--- config.mk ---
export PLATFORM = sky130hd
export DESIGN_NAME = mem_arbiter_flat
export DESIGN_NICKNAME = d
export VERILOG_FILES = /design/src/rtl/mem_arbiter_pkg.sv /design/src/rtl/mem_arbiter_if.sv /design/src/rtl/rr_arb2.sv /design/src/rtl/mem_arbiter.sv /design/src/flat_wrapper.sv
export SDC_FILE = /design/constraint.sdc
export NUM_CORES = 1
export LEC_CHECK = 0
export ABC_CLOCK_PERIOD_IN_PS = 1600
export CAP_MARGIN = 20
export CORE_MARGIN = 2
export CORE_UTILIZATION = 30
export CTS_BUF_LIST = sky130_fd_sc_hd__clkbuf_4
export CTS_CLUSTER_DIAMETER = 60
export DETAILED_ROUTE_END_ITERATION = 10
export GPL_TIMING_DRIVEN = 0
export PLACE_DENSITY_LB_ADDON = 0.08
export SLEW_MARGIN = 20
export SYNTH_ARGS = -nofsm -noshare
export SYNTH_HDL_FRONTEND = slang
export SYNTH_SLANG_ARGS = --single-unit
--- constraint.sdc ---
create_clock -name clk -period 1.6 [get_ports clk]
set_input_delay 0.32 -clock clk [delete_from_list [all_inputs] [get_ports clk]]
set_output_delay 0.32 -clock clk [all_outputs]
set_load 0.05 [all_outputs]
--- src/rtl/mem_arbiter_pkg.sv ---
// Shared types and constants for the two-port memory arbiter.
package mem_arb_pkg;

  typedef enum logic [1:0] {
    IDLE   = 2'd0,
    ACCESS = 2'd1,
    DONE   = 2'd2
  } state_t;

  localparam logic [1:0] RW_IDLE  = 2'b00;
  localparam logic [1:0] RW_WRITE = 2'b01;
  localparam logic [1:0] RW_READ  = 2'b10;

endpackage

--- src/rtl/mem_arbiter_if.sv ---
// Requester ports, memory-side bus and busy flag of the two-port memory arbiter.
interface mem_arbiter_if #(
  parameter int ADDR_W = 5,
  parameter int DATA_W = 16
);
  logic              p0_req, p1_req;
  logic              p0_we, p1_we;
  logic [ADDR_W-1:0] p0_addr, p1_addr;
  logic [DATA_W-1:0] p0_wdata, p1_wdata;
  logic              p0_ack, p1_ack;
  logic [DATA_W-1:0] p0_rdata, p1_rdata;
  logic [1:0]        mem_rw;
  logic [ADDR_W-1:0] mem_addr;
  logic [DATA_W-1:0] mem_data_in;
  logic [DATA_W-1:0] mem_data_outs;
  logic              busy;

  // Arbiter side.
  modport slave (
    input  p0_req, p1_req, p0_we, p1_we, p0_addr, p1_addr, p0_wdata, p1_wdata,
    input  mem_data_outs,
    output p0_ack, p1_ack, p0_rdata, p1_rdata, mem_rw, mem_addr, mem_data_in, busy
  );

  // Requesters plus memory side.
  modport master (
    output p0_req, p1_req, p0_we, p1_we, p0_addr, p1_addr, p0_wdata, p1_wdata,
    output mem_data_outs,
    input  p0_ack, p1_ack, p0_rdata, p1_rdata, mem_rw, mem_addr, mem_data_in, busy
  );
endinterface

--- src/rtl/rr_arb2.sv ---
// Two-way round-robin grant: prio selects which port wins a tie.
module rr_arb2 (
  input  logic [1:0] req,
  input  logic       prio,
  output logic [1:0] gnt
);

  always_comb begin
    gnt = 2'b00;
    if (req == 2'b11)  gnt = prio ? 2'b10 : 2'b01;
    else if (req[0])   gnt = 2'b01;
    else if (req[1])   gnt = 2'b10;
  end

endmodule

--- src/rtl/mem_arbiter.sv ---
// Two-port round-robin arbiter in front of a single-port synchronous memory.
// Each transaction runs IDLE -> ACCESS -> DONE; all outputs are registered.
module mem_arbiter
  import mem_arb_pkg::*;
#(
  parameter int ADDR_W = 5,
  parameter int DATA_W = 16
) (
  input logic          clk,
  input logic          rst_n,
  mem_arbiter_if.slave bus
);

  state_t            state_q, state_d;
  logic [1:0]        req, gnt;
  logic              prio_q;     // 1: port 1 wins a tie
  logic              winner_q;   // 1: port 1 owns the current transaction
  logic [1:0]        mem_rw_q;
  logic [ADDR_W-1:0] mem_addr_q;
  logic [DATA_W-1:0] mem_data_in_q;
  logic [DATA_W-1:0] p0_rdata_q, p1_rdata_q;
  logic              p0_ack_q, p1_ack_q, busy_q;

  assign req = {bus.p1_req, bus.p0_req};

  rr_arb2 u_rr_arb2 (
    .req  (req),
    .prio (prio_q),
    .gnt  (gnt)
  );

  always_ff @(posedge clk or negedge rst_n) begin
    // NOTE: non-blocking (<=) in clocked blocks so every register sees pre-edge values.
    if (!rst_n) state_q <= IDLE;
    else        state_q <= state_d;
  end

  always_comb begin
    // NOTE: default assigned first so no branch leaves state_d unassigned (no latch).
    state_d = state_q;
    unique case (state_q)
      IDLE:    if (|req) state_d = ACCESS;
      ACCESS:  state_d = DONE;
      DONE:    state_d = IDLE;
      default: state_d = IDLE;
    endcase
  end

  always_ff @(posedge clk or negedge rst_n) begin
    if (!rst_n) begin
      prio_q        <= 1'b0;
      winner_q      <= 1'b0;
      mem_rw_q      <= RW_IDLE;
      mem_addr_q    <= '0;
      mem_data_in_q <= '0;
      p0_rdata_q    <= '0;
      p1_rdata_q    <= '0;
      p0_ack_q      <= 1'b0;
      p1_ack_q      <= 1'b0;
      busy_q        <= 1'b0;
    end else begin
      p0_ack_q <= 1'b0;
      p1_ack_q <= 1'b0;
      case (state_q)
        IDLE: if (|req) begin
          winner_q      <= gnt[1];
          prio_q        <= gnt[0];   // the port just served loses the next tie
          mem_rw_q      <= (gnt[1] ? bus.p1_we : bus.p0_we) ? RW_WRITE : RW_READ;
          mem_addr_q    <= gnt[1] ? bus.p1_addr  : bus.p0_addr;
          mem_data_in_q <= gnt[1] ? bus.p1_wdata : bus.p0_wdata;
          busy_q        <= 1'b1;
        end
        ACCESS: begin
          mem_rw_q <= RW_IDLE;
          if (mem_rw_q == RW_READ) begin
            if (winner_q) p1_rdata_q <= bus.mem_data_outs;
            else          p0_rdata_q <= bus.mem_data_outs;
          end
          p0_ack_q <= !winner_q;
          p1_ack_q <= winner_q;
        end
        DONE:    busy_q <= 1'b0;
        default: busy_q <= 1'b0;
      endcase
    end
  end

  assign bus.mem_rw      = mem_rw_q;
  assign bus.mem_addr    = mem_addr_q;
  assign bus.mem_data_in = mem_data_in_q;
  assign bus.p0_rdata    = p0_rdata_q;
  assign bus.p1_rdata    = p1_rdata_q;
  assign bus.p0_ack      = p0_ack_q;
  assign bus.p1_ack      = p1_ack_q;
  assign bus.busy        = busy_q;

endmodule

--- src/flat_wrapper.sv ---
// flat-port wrapper written by rule: the top's interface ports become plain ports
module mem_arbiter_flat import mem_arb_pkg::*;
#(
  parameter int ADDR_W = 5,
  parameter int DATA_W = 16
)
  (clk, rst_n, bus_p0_req, bus_p1_req, bus_p0_we, bus_p1_we, bus_p0_addr, bus_p1_addr, bus_p0_wdata, bus_p1_wdata, bus_mem_data_outs, bus_p0_ack, bus_p1_ack, bus_p0_rdata, bus_p1_rdata, bus_mem_rw, bus_mem_addr, bus_mem_data_in, bus_busy);
  mem_arbiter_if #(.ADDR_W(ADDR_W), .DATA_W(DATA_W)) bus_i ();
  input logic clk;
  input logic rst_n;
  input wire logic [$bits(bus_i.p0_req)-1:0] bus_p0_req;
  input wire logic [$bits(bus_i.p1_req)-1:0] bus_p1_req;
  input wire logic [$bits(bus_i.p0_we)-1:0] bus_p0_we;
  input wire logic [$bits(bus_i.p1_we)-1:0] bus_p1_we;
  input wire logic [$bits(bus_i.p0_addr)-1:0] bus_p0_addr;
  input wire logic [$bits(bus_i.p1_addr)-1:0] bus_p1_addr;
  input wire logic [$bits(bus_i.p0_wdata)-1:0] bus_p0_wdata;
  input wire logic [$bits(bus_i.p1_wdata)-1:0] bus_p1_wdata;
  input wire logic [$bits(bus_i.mem_data_outs)-1:0] bus_mem_data_outs;
  output wire logic [$bits(bus_i.p0_ack)-1:0] bus_p0_ack;
  output wire logic [$bits(bus_i.p1_ack)-1:0] bus_p1_ack;
  output wire logic [$bits(bus_i.p0_rdata)-1:0] bus_p0_rdata;
  output wire logic [$bits(bus_i.p1_rdata)-1:0] bus_p1_rdata;
  output wire logic [$bits(bus_i.mem_rw)-1:0] bus_mem_rw;
  output wire logic [$bits(bus_i.mem_addr)-1:0] bus_mem_addr;
  output wire logic [$bits(bus_i.mem_data_in)-1:0] bus_mem_data_in;
  output wire logic [$bits(bus_i.busy)-1:0] bus_busy;
  assign bus_i.p0_req = bus_p0_req;
  assign bus_i.p1_req = bus_p1_req;
  assign bus_i.p0_we = bus_p0_we;
  assign bus_i.p1_we = bus_p1_we;
  assign bus_i.p0_addr = bus_p0_addr;
  assign bus_i.p1_addr = bus_p1_addr;
  assign bus_i.p0_wdata = bus_p0_wdata;
  assign bus_i.p1_wdata = bus_p1_wdata;
  assign bus_i.mem_data_outs = bus_mem_data_outs;
  assign bus_p0_ack = bus_i.p0_ack;
  assign bus_p1_ack = bus_i.p1_ack;
  assign bus_p0_rdata = bus_i.p0_rdata;
  assign bus_p1_rdata = bus_i.p1_rdata;
  assign bus_mem_rw = bus_i.mem_rw;
  assign bus_mem_addr = bus_i.mem_addr;
  assign bus_mem_data_in = bus_i.mem_data_in;
  assign bus_busy = bus_i.busy;
  mem_arbiter #(.ADDR_W(ADDR_W), .DATA_W(DATA_W)) u_core (.clk(clk), .rst_n(rst_n), .bus(bus_i));
endmodule
==> metrics.yaml <==
pwr:
  power_clock_mw: 1.20
  total_leakage_power_nw: 1.875
  internal_power_summed_over_all_cells_mw: 5.011
  netSwitchingPower_mw: 4.757
  clock_power_share: 0.123
placement:
  io_buffers: 121
  pre_cts_ws_ns: -0.4843
  dpl_cell_area_um2: 4075
sta:
  finalSetupViolations: 0
  rsz0062_at_grt: "no"
  achievable-frequency_mhz: 657.8
final_layout:
  fin_cells: 475
  final_layout_size_suffix_gt1_frac: 0.3515
  largest_cell_class: "registers"
  num_antenna_cells: 0
  nClkBuffers: 10
route:
  detail_route.first_pass.iterations: 4
  top_routing_layer_in_use: "met4"
  postRouteWirelength_um: 7349
setup_path:
  cp_num_cells: 1
  crit_family: "flip-flops"
  criticalPathCategory: "flop to output pin"
  worst-endpoint-required_ns: 1.28
min_path:
  min_path_type: "primary input to async pin"
cts:
  cts-buffers-inserted: 9
  clk_root_buffer_cell: "sky130_fd_sc_hd__clkbuf_4"
grt:
  grt_antenna_before_repair: 0
floorplan:
  num_io_pins: 122
  die_h_um: 99.05
synth:
  synth.lib_cells_used.distinct: 26
  synth_cells: 225
  syn_area_per_cell_um2: 12.04
  yosys.stat.seqShare: 0.5725
  enable_flop_cells: 0
  async_flop_share: 1.000
job:
  warning_count: 26
outcome:
  outcome: "completed"
[cells in the mapped netlist, types with 2 or more instances]
cell	instances
sky130_fd_sc_hd__dfrtp_1	62
sky130_fd_sc_hd__a21oi_1	23
sky130_fd_sc_hd__a31oi_1	23
sky130_fd_sc_hd__nand3_1	23
sky130_fd_sc_hd__o21ai_0	23
sky130_fd_sc_hd__mux2_4	20
sky130_fd_sc_hd__mux2_2	12
sky130_fd_sc_hd__clkbuf_1	10
sky130_fd_sc_hd__buf_2	6
sky130_fd_sc_hd__inv_1	4
sky130_fd_sc_hd__buf_4	2
sky130_fd_sc_hd__buf_6	2
sky130_fd_sc_hd__nor2b_1	2
[per-layer routing]
metal,track usage,vias to the layer above
met1,0.2008,1097
met5,0,-
met3,0.05106,9
met2,0.2432,95
met4,0.06322,0
li1,-,1101
[worst reg2reg max path, cell delays in order (launching register included)]
cell and delay, ns:
sky130_fd_sc_hd__dfrtp_2 0.49, sky130_fd_sc_hd__nor3b_4 0.25, sky130_fd_sc_hd__nand3b_4 0.17, sky130_fd_sc_hd__buf_6 0.20
sky130_fd_sc_hd__mux2_4 0.30
[kinds of logic after synthesis]
logic type,after synthesis,synth area share
AND-OR/OR-AND,71,0.1459
flip-flops,62,0.5725
AND/OR/NAND/NOR,36,0.07664
multiplexers,32,0.1607
buffers and inverters,24,0.04432
[what timing repair did]
| item | 4_1_cts | 5_1_grt |
|---|---|---|
| buffers inserted | 3 | 2 |
| endpoints found under the setup margin | 98 | 46 |
| hold endpoints to repair | 23 | 0 |
| pin swaps | 0 | 2 |
| hold buffers | 1 | 0 |
| resized | 175 | 13 |
Figure 1. Congestion heat map.
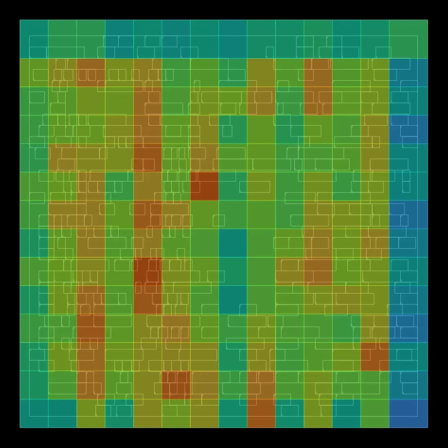
global routing usage on met3: 0.05106
Avg WL per Cell: 15.47 µm
GRT met2 Usage: 0.2432
most utilized layer in the global route result: met2

Figure 2. Layout detail.
Scale bar: 10 µm. Region (54, 5) to (94, 45) µm. Cells in grey, sequential cells in the stronger grey; small squares are vias.
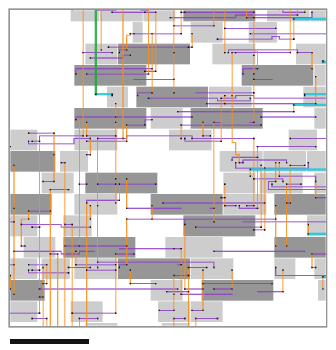
M3: marked cyan. M4: marked green. M2: marked orange. M1: marked purple.
Sequential cells in the window: 17. 59 logic cells have their middle in the window. Netlist names of flops here include u_core.bus.p1_rdata (9), u_core.bus.p0_rdata (8). Most frequent: dfrtp_1 (17), mux2_4 (13), clkdlybuf4s15_2 (12).

Figure 3. Gate families picked out.
Scale bar: 20 µm.
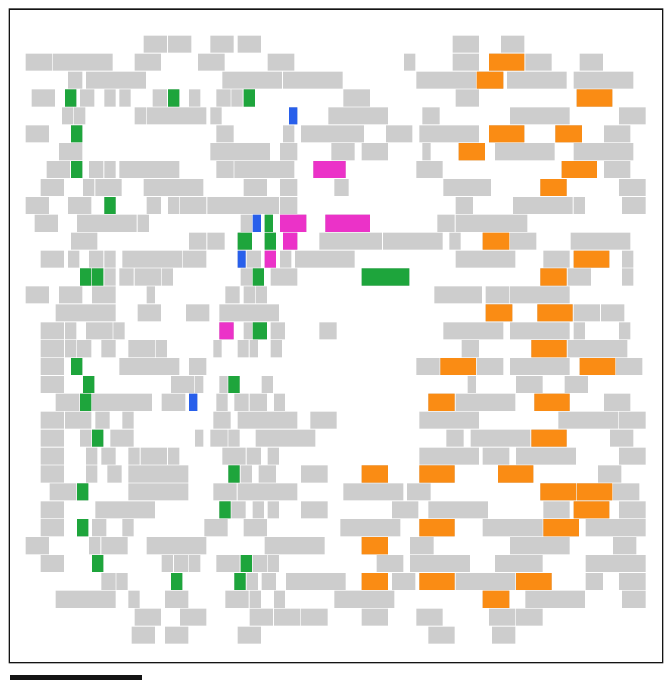
mux cells: marked orange, cells 32, where a vertical strip on the right. inv cells: marked blue, cells 4. nor cells: marked magenta, cells 6. nand cells: marked green, cells 27.
most common logic cell in the routed design: sky130_fd_sc_hd__clkdlybuf4s50_1
logic gate fraction of the total cell area: 0.2445

Figure 4. Signal wires on met1.
Scale bar: 20 µm. Supply wires on this layer in grey.
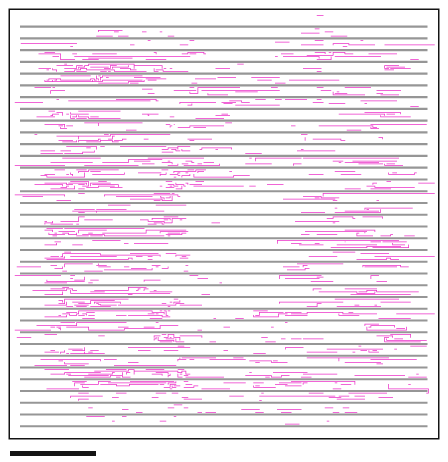
356 nets have wire on it. The longest straight run is 28.1 µm. The layer carries 3290 µm of wire.

No activity file was given, so power comes from the tool's default toggle rates.
